Fig. 1: cell placement
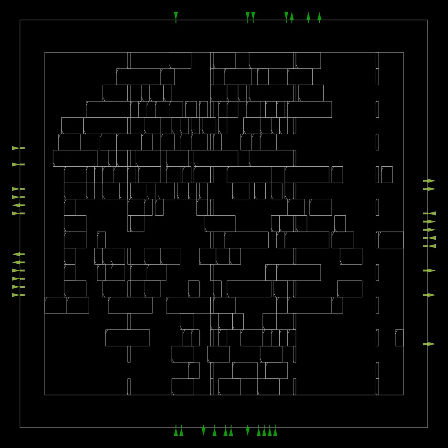
Fig. 2: wiring by layer
Only two layers are drawn.
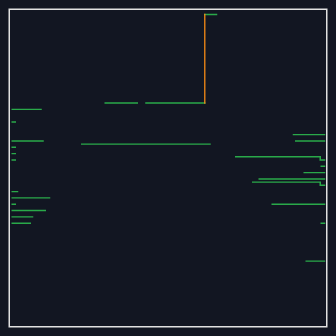
Fig. 3: cells coloured by class
Bar = 20 um.
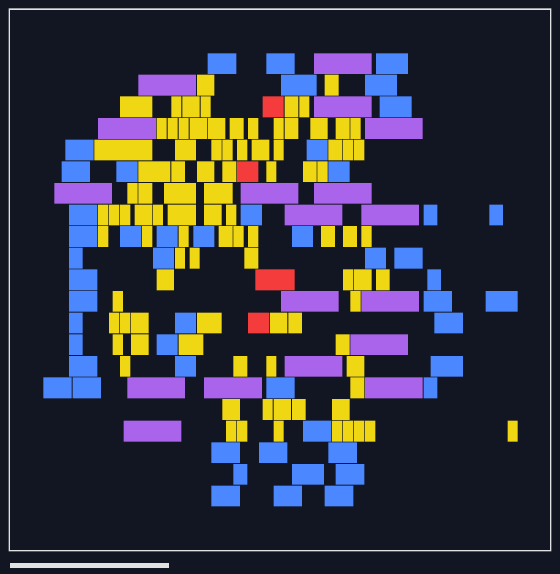
Fig. 4: clock wires, drivers and flops
Bar = 20 um.
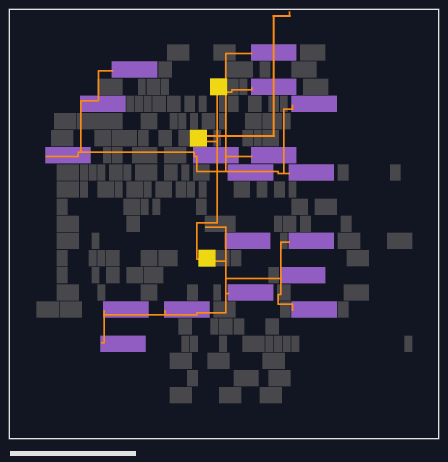
[src/rtl/uart_tx_arbiter.sv]
// Two-requester (fetch=0, core=1) round-robin arbiter sharing one UART transmitter.
// Optional SEND watchdog enabled by defining UART_ARB_TIMEOUT_EN.
module uart_tx_arbiter #(
  parameter logic [15:0] TIMEOUT_CYCLES = 16'd50000
) (
  input  logic       clk,
  input  logic       reset,
  input  logic       req0,
  input  logic       lock0,
  input  logic       tx_en0,
  input  logic [7:0] tx_data0,
  output logic       gnt0,
  output logic       done0,
  input  logic       req1,
  input  logic       lock1,
  input  logic       tx_en1,
  input  logic [7:0] tx_data1,
  output logic       gnt1,
  output logic       done1,
  output logic       uart_tx_en,
  output logic [7:0] uart_tx_data,
  input  logic       uart_tx_done,
  output logic       busy,
  output logic       err_timeout
);

  typedef enum logic [1:0] {IDLE, OWN, SEND} state_t;

  state_t     state_q;
  logic       owner_q;
  logic       last_q;
  logic       gnt0_q, gnt1_q;
  logic       done0_q, done1_q;
  logic       tx_en_q;
  logic [7:0] tx_data_q;
  logic       busy_q;

  logic       pick;
  logic       own_req, own_lock, own_tx_en;
  logic [7:0] own_data;

  // On a tie the requester that was not served last wins.
  assign pick      = (req0 && req1) ? ~last_q : req1;
  assign own_req   = owner_q ? req1     : req0;
  assign own_lock  = owner_q ? lock1    : lock0;
  assign own_tx_en = owner_q ? tx_en1   : tx_en0;
  assign own_data  = owner_q ? tx_data1 : tx_data0;

`ifdef UART_ARB_TIMEOUT_EN
  logic [15:0] cnt_q;
  logic [15:0] cnt_d;
  logic        err_q;
  logic        timeout_hit;

  assign timeout_hit = (cnt_q == (TIMEOUT_CYCLES - 16'd1));

  always_comb begin
    cnt_d = cnt_q;
    if (state_q == OWN && own_tx_en) begin
      cnt_d = 16'd0;
    end else if (state_q == SEND) begin
      cnt_d = cnt_q + 16'd1;
    end
  end

  always_ff @(posedge clk) begin
    if (!reset) begin
      cnt_q <= 16'd0;
    end else begin
      cnt_q <= cnt_d;
    end
  end

  assign err_timeout = err_q;
`else
  assign err_timeout = 1'b0;
`endif

  always_ff @(posedge clk) begin
    if (!reset) begin
      state_q   <= IDLE;
      owner_q   <= 1'b0;
      last_q    <= 1'b1;
      gnt0_q    <= 1'b0;
      gnt1_q    <= 1'b0;
      done0_q   <= 1'b0;
      done1_q   <= 1'b0;
      tx_en_q   <= 1'b0;
      tx_data_q <= 8'h00;
      busy_q    <= 1'b0;
`ifdef UART_ARB_TIMEOUT_EN
      err_q     <= 1'b0;
`endif
    end else begin
      done0_q <= 1'b0;
      done1_q <= 1'b0;
      tx_en_q <= 1'b0;
`ifdef UART_ARB_TIMEOUT_EN
      err_q   <= 1'b0;
`endif
      case (state_q)
        IDLE: begin
          if (req0 || req1) begin
            state_q <= OWN;
            owner_q <= pick;
            gnt0_q  <= ~pick;
            gnt1_q  <= pick;
            busy_q  <= 1'b1;
          end
        end
        OWN: begin
          if (own_tx_en) begin
            tx_data_q <= own_data;
            tx_en_q   <= 1'b1;
            state_q   <= SEND;
          end else if (!own_req && !own_lock) begin
            state_q <= IDLE;
            gnt0_q  <= 1'b0;
            gnt1_q  <= 1'b0;
            busy_q  <= 1'b0;
            last_q  <= owner_q;
          end
        end
        SEND: begin
          // A completed byte takes priority over a simultaneous watchdog expiry.
          if (uart_tx_done) begin
            done0_q <= ~owner_q;
            done1_q <= owner_q;
            if (own_lock) begin
              state_q <= OWN;
            end else begin
              state_q <= IDLE;
              gnt0_q  <= 1'b0;
              gnt1_q  <= 1'b0;
              busy_q  <= 1'b0;
              last_q  <= owner_q;
            end
          end
`ifdef UART_ARB_TIMEOUT_EN
          else if (timeout_hit) begin
            err_q   <= 1'b1;
            state_q <= IDLE;
            gnt0_q  <= 1'b0;
            gnt1_q  <= 1'b0;
            busy_q  <= 1'b0;
            last_q  <= owner_q;
          end
`endif
        end
        default: begin
          state_q <= IDLE;
          gnt0_q  <= 1'b0;
          gnt1_q  <= 1'b0;
          busy_q  <= 1'b0;
        end
      endcase
    end
  end

  assign gnt0         = gnt0_q;
  assign gnt1         = gnt1_q;
  assign done0        = done0_q;
  assign done1        = done1_q;
  assign uart_tx_en   = tx_en_q;
  assign uart_tx_data = tx_data_q;
  assign busy         = busy_q;

endmodule
[config.mk]
export PLATFORM = sky130hd
export DESIGN_NAME = uart_tx_arbiter
export DESIGN_NICKNAME = d
export VERILOG_FILES = /design/src/rtl/uart_tx_arbiter.sv
export SDC_FILE = /design/constraint.sdc
export NUM_CORES = 1
export LEC_CHECK = 0
export ABC_AREA = 1
export CORE_MARGIN = 4
export CORE_UTILIZATION = 25
export DETAILED_ROUTE_END_ITERATION = 7
export PLACE_DENSITY = 0.6
export SYNTH_ARGS = -nofsm -noshare
export SYNTH_HDL_FRONTEND = slang
export SYNTH_SLANG_ARGS = --single-unit
[constraint.sdc]
create_clock -name clk -period 1.65 [get_ports clk]
set_clock_uncertainty 0.2 [all_clocks]
set_input_delay 0.495 -clock clk [delete_from_list [all_inputs] [get_ports clk]]
set_output_delay 0.495 -clock clk [all_outputs]
set_load 0.02 [all_outputs]
==> impl_metrics.tcl <==
# place-and-route summary
set metrics [dict create \
    status "finished clean" \
    post_synth_ao_oa_area_fraction_pct 15.6 \
    grt_max_degree 16 \
    ys_sh_mux_pct 0 \
    vdd_drop_max_mv 0.296 \
    async_flop_share_pct 0 \
    numCtsBuffers 3 \
    reg2reg_slack_ns 0.23 \
    area_leaders "dfxtp_1, nand2_1, a31oi_1" \
    fmax_mhz 623 \
    routed_via_density 4.21 \
    drc 0 \
    drv_slew 0 \
    post-route-min-period_ns 1.61 \
    yosys_warnings 0 \
    comb_power_w 0.000353 \
    htree_levels 1 \
    synth_adder_area_share_pct 0 \
    path_clk_slew_ns 0.11 \
    worstRegToRegCells 8 \
    finalSetupViolCount 0 \
    layout_top_cells "nand2_1, clkdlybuf4s50_1, dfxtp_1, buf_4" \
    antennaDiodeCount 0 \
    holdPathStages 2 \
    min_path_type "reg2reg" \
    crit_arrival_ns 0.91 \
    postSynthCellCount 119 \
    period_used_pct 97.3 \
    lay_top_count "nand2_1" \
    synth-edff-count 0 \
    synth-seq-cells 18 \
    grt_pass1_vias 883 \
    ys_seq_share_pct 40.1 \
    gp_congestion 0.716 \
    antenna_found_initial 0 \
    hp-start "gnt1" \
    die_width_um 67.9 \
    dr.pass1.iters 4 \
    synth.avg_cell_area_um2 7.55 \
    path_max_fanout 2 \
    p_total_w 0.00113 \
    p_int_w 0.000778 \
    drtIter0Drc 19 \
    pwr.group.sequential_w 0.000500 \
    switchingPower_w 0.000351 \
]
Notes on Fig. 1 above:
tap cells: 46
fin util: 40.8%
Core Region: 3420 um2
FP Rows: 21

Notes on Fig. 2 above:
M4: shown in orange, wire length 19.0 um. M3: shown in green, wire length 174 um.
gr usage total: 10.7%
Routed WL: 2.34 mm
Routed wire per std cell: 10.9 um
DR vias: 902

Notes on Fig. 3 above:
remaining logic cells: shown in yellow, cells 95, share of their area 37%. remaining buffers and delay cells: shown in blue, cells 51, share of their area 34%. clock drivers and dummy loads: shown in red, cells 4, share of their area 2.7%. registers: shown in purple, cells 18, share of their area 27%.
Seq/total area: 25.9%
Layout Cell Area excl Fill: 1390 um2

Notes on Fig. 4 above:
flip-flops: shown in purple, count 18. clock wires: shown in orange, length 244 um. clock-net drivers: shown in yellow, count 3.
There are 4 routed clock nets.
Clk Latency, worst-skew pair: 0.30 ns
Clock Power Share: 24.4%
Power Clock: 0.000276 W

-- stage by stage --
stage,instances,hold slack [ns],instance area (um2),utilization [%],setup slack [ns]
5_1_grt,214,0.299,1390,40.8,-0.0110
2_1_floorplan,119,0.229,898,-,0.293
6_report,214,0.268,1390,40.8,0.0437
3_3_place_gp,210,0.248,1380,40.5,-0.228
4_1_cts,214,0.274,1430,41.8,0.00125
3_5_place_dp,210,0.258,1380,40.5,-0.259
-- cells in the mapped netlist (2+ instances only) --
library cell,count
buf_6,3
o21ai_0,6
a21oi_1,6
inv_2,4
nor2_1,3
nand3_1,5
nor2_2,2
nand2_2,5
o21ai_2,2
nand2_4,2
nand2_1,32
dfxtp_1,18
nand3_2,2
nor3_1,2
inv_1,8
a31oi_1,8
-- metal layers --
| metal | global-route usage, % | routed length (um) | vias to the layer above |
|---|---|---|---|
| met5 | 0 | 0 | - |
| met3 | 2.13 | 174 | 2 |
| li1 | - | - | 482 |
| met1 | 13.9 | 1100 | 390 |
| met2 | 17.2 | 1040 | 28 |
| met4 | 4.47 | 19 | 0 |
-- how the worst max path moves through the flow --
stage	startpoint	to
4_1_cts	done0	done0
3_3_place_gp	req0	gnt1
6_report	gnt0	gnt0
2_1_floorplan	tx_en1	uart_tx_data[6]
3_5_place_dp	tx_en1	uart_tx_data[7]
5_1_grt	req1	busy
-- what timing repair did --
action | CTS | global route
resized | 35 | 12
hold buffers | 0 | 0
endpoints found under the setup margin | 14 | 20
-- cell type report --
| type | instances | area, um2 |
|---|---|---|
| Fill cell | 391 | 2020 |
| Tap cell | 46 | 57.6 |
| Clock buffer | 4 | 36.3 |
| Inverter | 14 | 55.1 |
| Multi-Input combinational cell | 81 | 437 |
| Timing Repair Buffer | 51 | 448 |
| Sequential cell | 18 | 360 |
Power and IR drop assume default switching activity.
